Fig. 1: run 1, close-up of the layout
Region (104, 154) to (134, 184) um. Cells in gray, sequential cells in the stronger gray; small squares are vias.
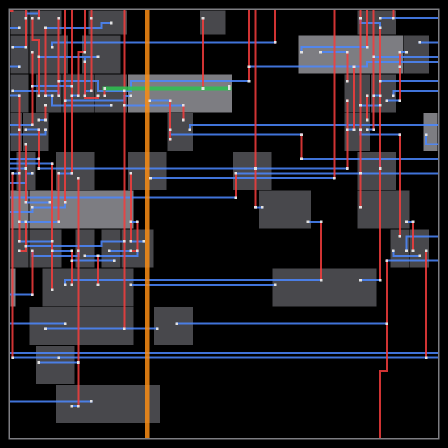
Fig. 2: run 1, gate families picked out
(2 px per um)
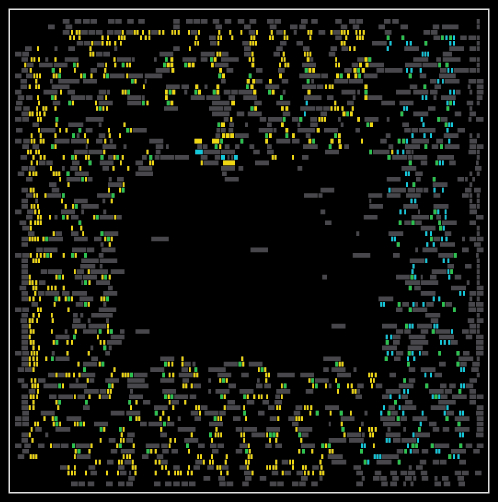
Fig. 3: run 1, the metal 1 layer
(1.5 px per um) Supply wires on this layer in gray.
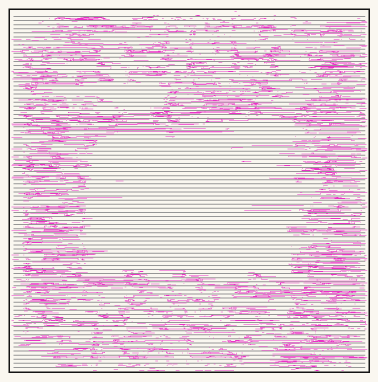
--- src/rtl/bus_router.sv ---
// bus_router: N-port address router from the CPU memory port to downstream bus translators.
// Optional feature macro: BUS_ROUTER_TIMEOUT_EN aborts a port transaction after TIMEOUT_CYCLES.
`ifndef PLEN
`define PLEN 32
`endif
`ifndef XLEN
`define XLEN 32
`endif

package execute;
    typedef struct packed {
        logic       store;
        logic       fetch;
        logic [2:0] size;
    } memory_access_t;
endpackage

module bus_router #(
    parameter int                         NUM_PORTS      = 2,
    parameter logic [NUM_PORTS*`PLEN-1:0] BASE_ADDRS     = {`PLEN'(32'h0000_0000), `PLEN'(32'h8000_0000)},
    parameter logic [NUM_PORTS*`PLEN-1:0] ADDR_MASKS     = {`PLEN'(32'h8000_0000), `PLEN'(32'h8000_0000)},
    parameter int                         TIMEOUT_CYCLES = 1024
) (
    input  logic                                    i_clock,
    input  logic                                    i_reset,
    input  logic                                    i_mem_cycle,
    input  logic [`PLEN-1:0]                        i_mem_paddr,
    input  execute::memory_access_t                 i_mem_access,
    input  logic [`XLEN-1:0]                        i_mem_data_out,
    output logic [4*`XLEN-1:0]                      o_mem_data_in,
    output logic                                    o_mem_ack,
    output logic                                    o_mem_error,
    output logic [NUM_PORTS-1:0]                    o_port_cycle,
    output logic [NUM_PORTS*`PLEN-1:0]              o_port_paddr,
    output execute::memory_access_t [NUM_PORTS-1:0] o_port_access,
    output logic [NUM_PORTS*`XLEN-1:0]              o_port_data_out,
    input  logic [NUM_PORTS*4*`XLEN-1:0]            i_port_data_in,
    input  logic [NUM_PORTS-1:0]                    i_port_ack
);
    localparam int SEL_W = (NUM_PORTS > 1) ? $clog2(NUM_PORTS) : 1;
    localparam int DW    = 4 * `XLEN;

    typedef enum logic [1:0] {S_IDLE, S_BUSY, S_DONE} state_t;

    state_t                  r_state;
    state_t                  w_state_nxt;
    logic [NUM_PORTS-1:0]    r_port_cycle;
    logic [`PLEN-1:0]        r_paddr;
    execute::memory_access_t r_access;
    logic [`XLEN-1:0]        r_data_out;
    logic [SEL_W-1:0]        r_sel;
    logic                    r_err;
    logic [DW-1:0]           r_data;

    logic                    w_hit;
    logic [SEL_W-1:0]        w_hit_sel;
    logic [NUM_PORTS-1:0]    w_hit_vec;
    logic                    w_sel_ack;
    logic [DW-1:0]           w_sel_data;
    logic                    w_expire;
    logic                    w_accept;
    logic                    w_capture;
    logic [NUM_PORTS-1:0]    w_port_cycle_nxt;

    // Window decode of the live CPU address; scanning downward makes the lowest matching index win.
    always_comb begin
        w_hit     = 1'b0;
        w_hit_sel = '0;
        w_hit_vec = '0;
        for (int p = NUM_PORTS - 1; p >= 0; p--) begin
            if ((i_mem_paddr & ADDR_MASKS[p*`PLEN +: `PLEN]) == BASE_ADDRS[p*`PLEN +: `PLEN]) begin
                w_hit     = 1'b1;
                w_hit_sel = SEL_W'(p);
                w_hit_vec = NUM_PORTS'(1) << p;
            end
        end
    end

    // Response mux: only the selected port's ack and read data are visible to the FSM.
    always_comb begin
        w_sel_ack  = 1'b0;
        w_sel_data = '0;
        for (int p = 0; p < NUM_PORTS; p++) begin
            if (r_sel == SEL_W'(p)) begin
                w_sel_ack  = i_port_ack[p];
                w_sel_data = i_port_data_in[p*DW +: DW];
            end
        end
    end

`ifdef BUS_ROUTER_TIMEOUT_EN
    localparam int TMO_W = $clog2(TIMEOUT_CYCLES);

    logic [TMO_W-1:0] r_tmo;

    // Counts unacknowledged BUSY cycles; held at zero outside BUSY so each entry starts fresh.
    always_ff @(posedge i_clock) begin
        if (i_reset || r_state != S_BUSY)
            r_tmo <= '0;
        else if (!w_sel_ack)
            r_tmo <= r_tmo + 1'b1;
    end

    assign w_expire = (r_state == S_BUSY) && !w_sel_ack && (r_tmo == TMO_W'(TIMEOUT_CYCLES - 1));
`else
    assign w_expire = 1'b0;
`endif

    // State register.
    always_ff @(posedge i_clock) begin
        r_state <= i_reset ? S_IDLE : w_state_nxt;
    end

    // Next state: decode in IDLE, wait for the selected ack or expiry in BUSY, single DONE cycle.
    always_comb begin
        w_state_nxt = r_state;
        case (r_state)
            S_IDLE:  if (i_mem_cycle) w_state_nxt = w_hit ? S_BUSY : S_DONE;
            S_BUSY:  if (w_sel_ack || w_expire) w_state_nxt = S_DONE;
            default: w_state_nxt = S_IDLE;
        endcase
    end

    // Outputs and datapath strobes; port_cycle is computed here but only ever leaves through a flop.
    always_comb begin
        w_accept         = (r_state == S_IDLE) && i_mem_cycle;
        w_capture        = (r_state == S_BUSY) && w_sel_ack;
        w_port_cycle_nxt = (w_accept && w_hit) ? w_hit_vec :
                           (r_state == S_BUSY && !w_sel_ack && !w_expire) ? r_port_cycle : '0;
        o_mem_ack        = (r_state == S_DONE);
        o_mem_error      = (r_state == S_DONE) && r_err;
    end

    // Request latch on accept, response capture on the selected ack; error responses carry zero data.
    always_ff @(posedge i_clock) begin
        if (i_reset) begin
            r_port_cycle <= '0;
            r_paddr      <= '0;
            r_access     <= '0;
            r_data_out   <= '0;
            r_sel        <= '0;
            r_err        <= 1'b0;
            r_data       <= '0;
        end else begin
            r_port_cycle <= w_port_cycle_nxt;
            if (w_accept) begin
                r_paddr    <= i_mem_paddr;
                r_access   <= i_mem_access;
                r_data_out <= i_mem_data_out;
                r_sel      <= w_hit_sel;
                r_err      <= !w_hit;
                r_data     <= '0;
            end
            if (w_capture) begin
                r_data <= w_sel_data;
                r_err  <= 1'b0;
            end else if (w_expire) begin
                r_err  <= 1'b1;
            end
        end
    end

    assign o_mem_data_in   = r_data;
    assign o_port_cycle    = r_port_cycle;
    assign o_port_paddr    = {NUM_PORTS{r_paddr}};
    assign o_port_access   = {NUM_PORTS{r_access}};
    assign o_port_data_out = {NUM_PORTS{r_data_out}};

endmodule

--- config.mk ---
export PLATFORM = sky130hd
export DESIGN_NAME = bus_router
export DESIGN_NICKNAME = d
export VERILOG_FILES = /design/src/rtl/bus_router.sv
export SDC_FILE = /design/constraint.sdc
export NUM_CORES = 1
export LEC_CHECK = 0
export ABC_AREA = 1
export ABC_CLOCK_PERIOD_IN_PS = 1700
export CAP_MARGIN = 0
export CORE_AREA = 2 2 237 239
export CTS_CLUSTER_DIAMETER = 60
export DETAILED_ROUTE_END_ITERATION = 6
export DIE_AREA = 0 0 239 241
export HOLD_SLACK_MARGIN = 0.1
export PLACE_DENSITY_LB_ADDON = 0.1
export SYNTH_ARGS = -nofsm -noshare
export SYNTH_HDL_FRONTEND = slang
export SYNTH_SLANG_ARGS = --single-unit
--- constraint.sdc ---
create_clock -name i_clock -period 1.7 [get_ports i_clock]
set_clock_uncertainty 0.2 [all_clocks]
set_input_delay 0.34 -clock i_clock [delete_from_list [all_inputs] [get_ports i_clock]]
set_output_delay 0.34 -clock i_clock [all_outputs]
set_load 0.005 [all_outputs]
==> flow.log, run 1 <==
[metrics] run summary
INFO  metric status = complete, no violations
INFO  metric cts_buffers = 29
INFO  metric num_rows = 86
INFO  metric grt_setup_unrepaired = true
INFO  metric wl_met1 = 17800 um
INFO  metric met3_wirelength = 4346 um
INFO  metric core_area = 54880 um2
INFO  metric mappedNetlistArea = 9082 um2
INFO  metric synth.comb.largest_family = simple AND/OR/NAND/NOR gates
INFO  metric layout.filler_cells = 6001
INFO  metric clockNetworkAreaShare = 5.817%
INFO  metric finalCriticalPeriod = 1.675 ns
INFO  metric whs_path_depth = 3
INFO  metric maxUsedRoutingLayer = met5
INFO  metric hold_class = in2reg
INFO  metric maxSlewViolCount = 0
INFO  metric grt_max_degree = 85
INFO  metric fp_nets = 1698
INFO  metric top_area_share = 44.52%
INFO  metric compound_area_share = 11.08%
INFO  metric critPathBufInv = 2
INFO  metric die_width = 239 um
INFO  metric placedInstanceArea = 15710 um2
INFO  metric fin_worst_hold_slack = 0.2043 ns
INFO  metric cts_tree = yes
INFO  metric max-clock-path-buffers = 3
INFO  metric vdd.ir_drop.worst = 0.6707 mV
INFO  metric synth_seq_share = 44.52%
INFO  metric numPlacedInstances = 2558
INFO  metric synth_warn = 0
INFO  metric synth.yosys.num_cells = 1368
INFO  metric cp_data_required_time = 1.16 ns
INFO  metric top_level_ports = 600
INFO  metric worstPathArrival = 1.14 ns
INFO  metric timing.critical_path.to = o_mem_ack
INFO  metric top_achievable_clock_speed = 596.9 MHz
INFO  metric r2r_end = o_mem_data_in[99]
INFO  metric worst_path_dominant_cell_family = flip-flops
INFO  metric total_routing_usage_reported_by_global_routing = 14.94%
INFO  metric htreeDepth = 1
INFO  metric wl_met2 = 22460 um
INFO  metric synth_top_flop_cell = sky130_fd_sc_hd__dfxtp_1
INFO  metric synthDistinctLibCells = 22
INFO  metric ys.flops = 202
INFO  metric final_layout_size_suffix_gt1_share = 21.06%
INFO  metric warning_count = 28
INFO  metric number_of_antenna_violations_at_the_first_check_in_global_routing = 4
INFO  metric detail_route.wl_per_cell = 17.30 um
INFO  metric cell_depth_of_the_worst_setup_path = 3
-- Fig. 1 (at the start) --
metal 4 -> orange
metal 2 -> red
metal 1 -> blue
metal 3 -> green
cells with their middle in the window = 39
sequential cells in the window = 3
most frequent = buf_4 (10), a21oi_1 (4)

-- Fig. 2 (at the start) --
aoi and oai cells -> green  # cells 201, most used o21ai_0, where widely spread
nand cells -> yellow  # cells 652, most used nand2_1, where widely spread
nor cells -> cyan  # cells 139, most used nor2_1, where a column on the right
filler-free cell count of the finished design: 2640
fraction of area in multi-input gates: 24.62%
most frequently placed logic cell in the final layout: sky130_fd_sc_hd__nand2_1

-- Fig. 3 (at the start) --
wire length on this layer = 17800 um
nets with wire on the layer = 1942
vias after detailed routing: 10585
global-route met1 utilization: 16.66%
DRT Wirelength: 45680 um

run 1: power by group:
part           switching [mW]  internal [mW]
clock                    2.32           3.87
combinational            1.33           1.63
sequential              0.195           5.03
run 1: worst reg2reg max path: stages, from the launching register on:
cell and delay, ns:
sky130_fd_sc_hd__dfxtp_1 0.34, sky130_fd_sc_hd__inv_1 0.09, sky130_fd_sc_hd__nor2_2 0.16, sky130_fd_sc_hd__nand2_4 0.09, sky130_fd_sc_hd__nor2_4 0.19, sky130_fd_sc_hd__buf_4 0.17
sky130_fd_sc_hd__clkbuf_16 0.21, sky130_fd_sc_hd__nand2_1 0.08, sky130_fd_sc_hd__o21ai_0 0.07
run 1: registers in the layout, indices dropped and copies added, names as in the netlist:
register and count:
r_sel 1, o_port_cycle 2, r_paddr 32, r_state 2, o_mem_data_in 128, r_data_out 32
o_port_access 5
Fig. 4: run 1, routing congestion map
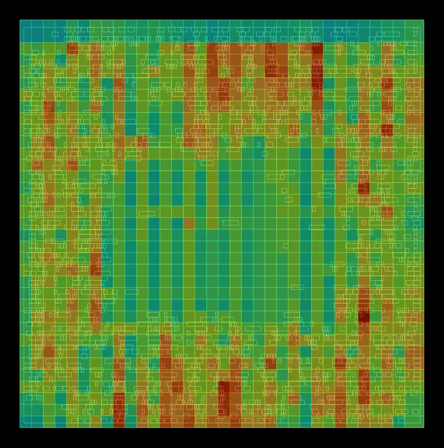

==> run 2, diff against run 1 <==
Settings changed: CORE_AREA 2 2 237 239 to 8 8 229 231, DIE_AREA 0 0 239 241 to 0 0 237 239.
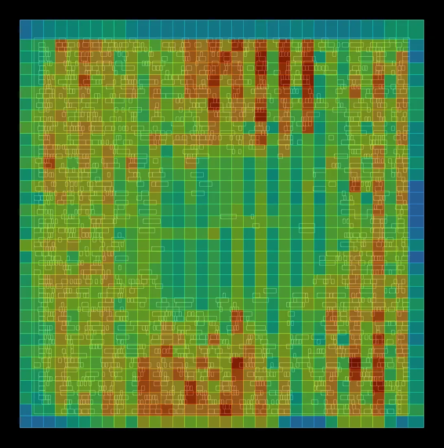
Fig. 5. Routing congestion map (run 2).
highest-utilization routing layer at the global route stage: met2
M2 GR Usage: 26.76%
final design utilization: 33.50%
met3 global-route usage: 7.146%

==> flow.log, run 2 <==
[metrics] run summary
INFO  metric r2r_end = o_mem_data_in[53]
INFO  metric core_area = 48550 um2
INFO  metric clockNetworkAreaShare = 5.786%
INFO  metric worstPathArrival = 1.16 ns
INFO  metric maxUsedRoutingLayer = met5
INFO  metric combinationalPower = 2.86 mW
INFO  metric numPlacedInstances = 2465
INFO  metric number_of_antenna_violations_at_the_first_check_in_global_routing = 7
INFO  metric p_int = 10.33 mW
INFO  metric cts_buffers = 28
INFO  metric timing.critical_path.to = o_mem_ack
INFO  metric fin_worst_hold_slack = 0.2050 ns
INFO  metric global_route_met1_utilization = 16.53%
INFO  metric synthDistinctLibCells = 22
INFO  metric detail_route.wl_per_cell = 18.64 um
INFO  metric synth.yosys.num_cells = 1368
INFO  metric met3_wirelength = 4893 um
INFO  metric top_achievable_clock_speed = 588.4 MHz
INFO  metric grt_setup_unrepaired = true
INFO  metric ys.flops = 202
INFO  metric vdd.ir_drop.worst = 0.6245 mV
INFO  metric power.net_switching = 3.718 mW
INFO  metric total_routing_usage_reported_by_global_routing = 15.28%
INFO  metric sh_comb_area = 25.28%
INFO  metric cts_tree = yes
INFO  metric status = complete, no violations
INFO  metric vias = 10491
INFO  metric final_cell_count_no_fill = 2540
INFO  metric top_area_share = 44.52%
INFO  metric cp_data_required_time = 1.16 ns
INFO  metric fp_nets = 1698
INFO  metric final_layout_size_suffix_gt1_share = 19.17%
INFO  metric num_rows = 81
INFO  metric warning_count = 28
INFO  metric htreeDepth = 1
INFO  metric synth_seq_share = 44.52%
INFO  metric switching_share = 26.47%
INFO  metric wl_met2 = 22830 um
INFO  metric pg_seq = 5.22 mW
INFO  metric largest_register_ffs = 128
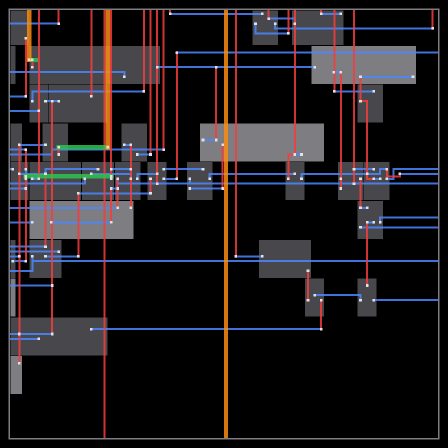
Fig. 6. Close-up of the layout (run 2).
Region (104, 152) to (134, 182) um. Cells in gray, sequential cells in the stronger gray; small squares are vias.
metal 4 -> orange
metal 1 -> blue
metal 2 -> red
metal 3 -> green
most frequent = nand2_1 (5), nand3_1 (4)
sequential cells in the window = 3
cells with their middle in the window = 26

[run 2: timing repair]
item	4_1_cts	5_1_grt
setup buffers	11	4
gates resized	741	154
pin swaps	0	3
setup endpoints to repair	269	206
gates cloned	0	4
[run 2: worst max-delay path: stages (launching register included)]
cell	delay (ns)
sky130_fd_sc_hd__dfxtp_2	0.35
sky130_fd_sc_hd__inv_4	0.04
sky130_fd_sc_hd__nor2_4	0.11
sky130_fd_sc_hd__buf_6	0.12
[run 2: cell families after synthesis]
| kind of cell | synth area share, % |
|---|---|
| other cells | 0.04129 |
| simple gates | 33.83 |
| buf+inv | 10.52 |
| flops | 44.52 |
| compound gates | 11.08 |
Fig. 7: run 2, the metal 1 layer
(1.5 px per um) Supply wires on this layer in gray.
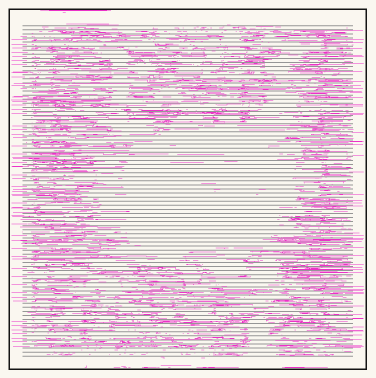

==> run 3, diff against run 2 <==
Settings changed: CORE_AREA 8 8 229 231 to 2 2 237 239, DIE_AREA 0 0 237 239 to 0 0 239 241, RECOVER_POWER set to 50.
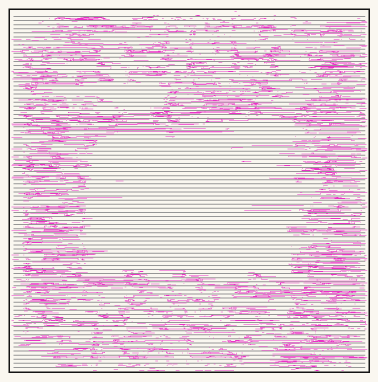
Fig. 8. The metal 1 layer (run 3).
(1.5 px per um) Supply wires on this layer in gray.
wire length on this layer = 17800 um
longest straight run = 79.6 um
nets with wire on the layer = 1942
share of all routed wire = 39%
main direction = horizontal

==> flow.log, run 3 <==
[metrics] run summary
INFO  metric status = complete, no violations
INFO  metric layout.filler_cells = 6001
INFO  metric cp_data_required_time = 1.16 ns
INFO  metric grt_max_degree = 85
INFO  metric global_route.peak_usage_layer = met2
INFO  metric globalRouteMet3Util = 5.685%
INFO  metric cell_depth_of_the_worst_setup_path = 3
INFO  metric worst_path_dominant_cell_family = flip-flops
INFO  metric hold_class = in2reg
INFO  metric numPlacedInstances = 2558
INFO  metric top_area_share = 44.52%
INFO  metric synth-xor-area-share = 0%
INFO  metric top_achievable_clock_speed = 596.9 MHz
INFO  metric r2r_end = o_mem_data_in[99]
INFO  metric final_cell_count_no_fill = 2640
INFO  metric wl_met2 = 22460 um
INFO  metric finish.utilization = 30.42%
INFO  metric synth.yosys.num_cells = 1368
INFO  metric compound_area_share = 11.08%
INFO  metric ys.flops = 202
INFO  metric critical_path.max_stage_delay = 0.34 ns
INFO  metric crit_chain = inv_2, nor2_2, buf_4
INFO  metric largest_register_ffs = 128
INFO  metric maxUsedRoutingLayer = met5
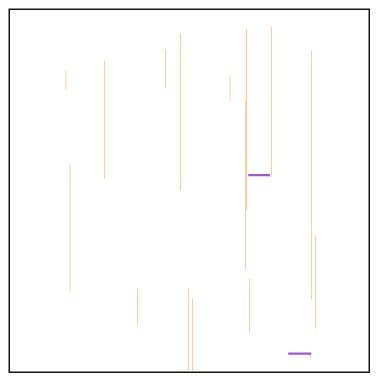
Fig. 9. Metal layers overlaid (run 3).
(1.5 px per um) Only two layers are drawn.
metal 5 -> purple  # wire length 26.7 um
metal 4 -> orange  # wire length 1040 um
final routed wire length divided by cell count: 17.30 um
total routing usage reported by global routing: 14.94%

## run 3: netlist changes by cell type in the layout (fill, tap and decap cells not counted), moves of 12 or more
cell                              before  now
sky130_fd_sc_hd__dfxtp_2              65   78
sky130_fd_sc_hd__buf_2                62   74
sky130_fd_sc_hd__clkbuf_2             72   37
sky130_fd_sc_hd__buf_6                21   36
sky130_fd_sc_hd__clkdlybuf4s15_2      31   51
sky130_fd_sc_hd__dfxtp_1             127  115
sky130_fd_sc_hd__buf_4                27   41
## run 3: what timing repair did
item	4_1_cts	5_1_grt
setup buffers	24	4
endpoints found under the setup margin	270	179
pin swaps	0	2
resized	866	80
gates cloned	0	3
hold buffers	0	0
## run 3: power breakdown
group          internal, mW  switching [mW]
registers              5.03           0.195
logic                  1.63            1.33
clock network          3.87            2.32
Power is estimated from default activity; no workload was simulated.
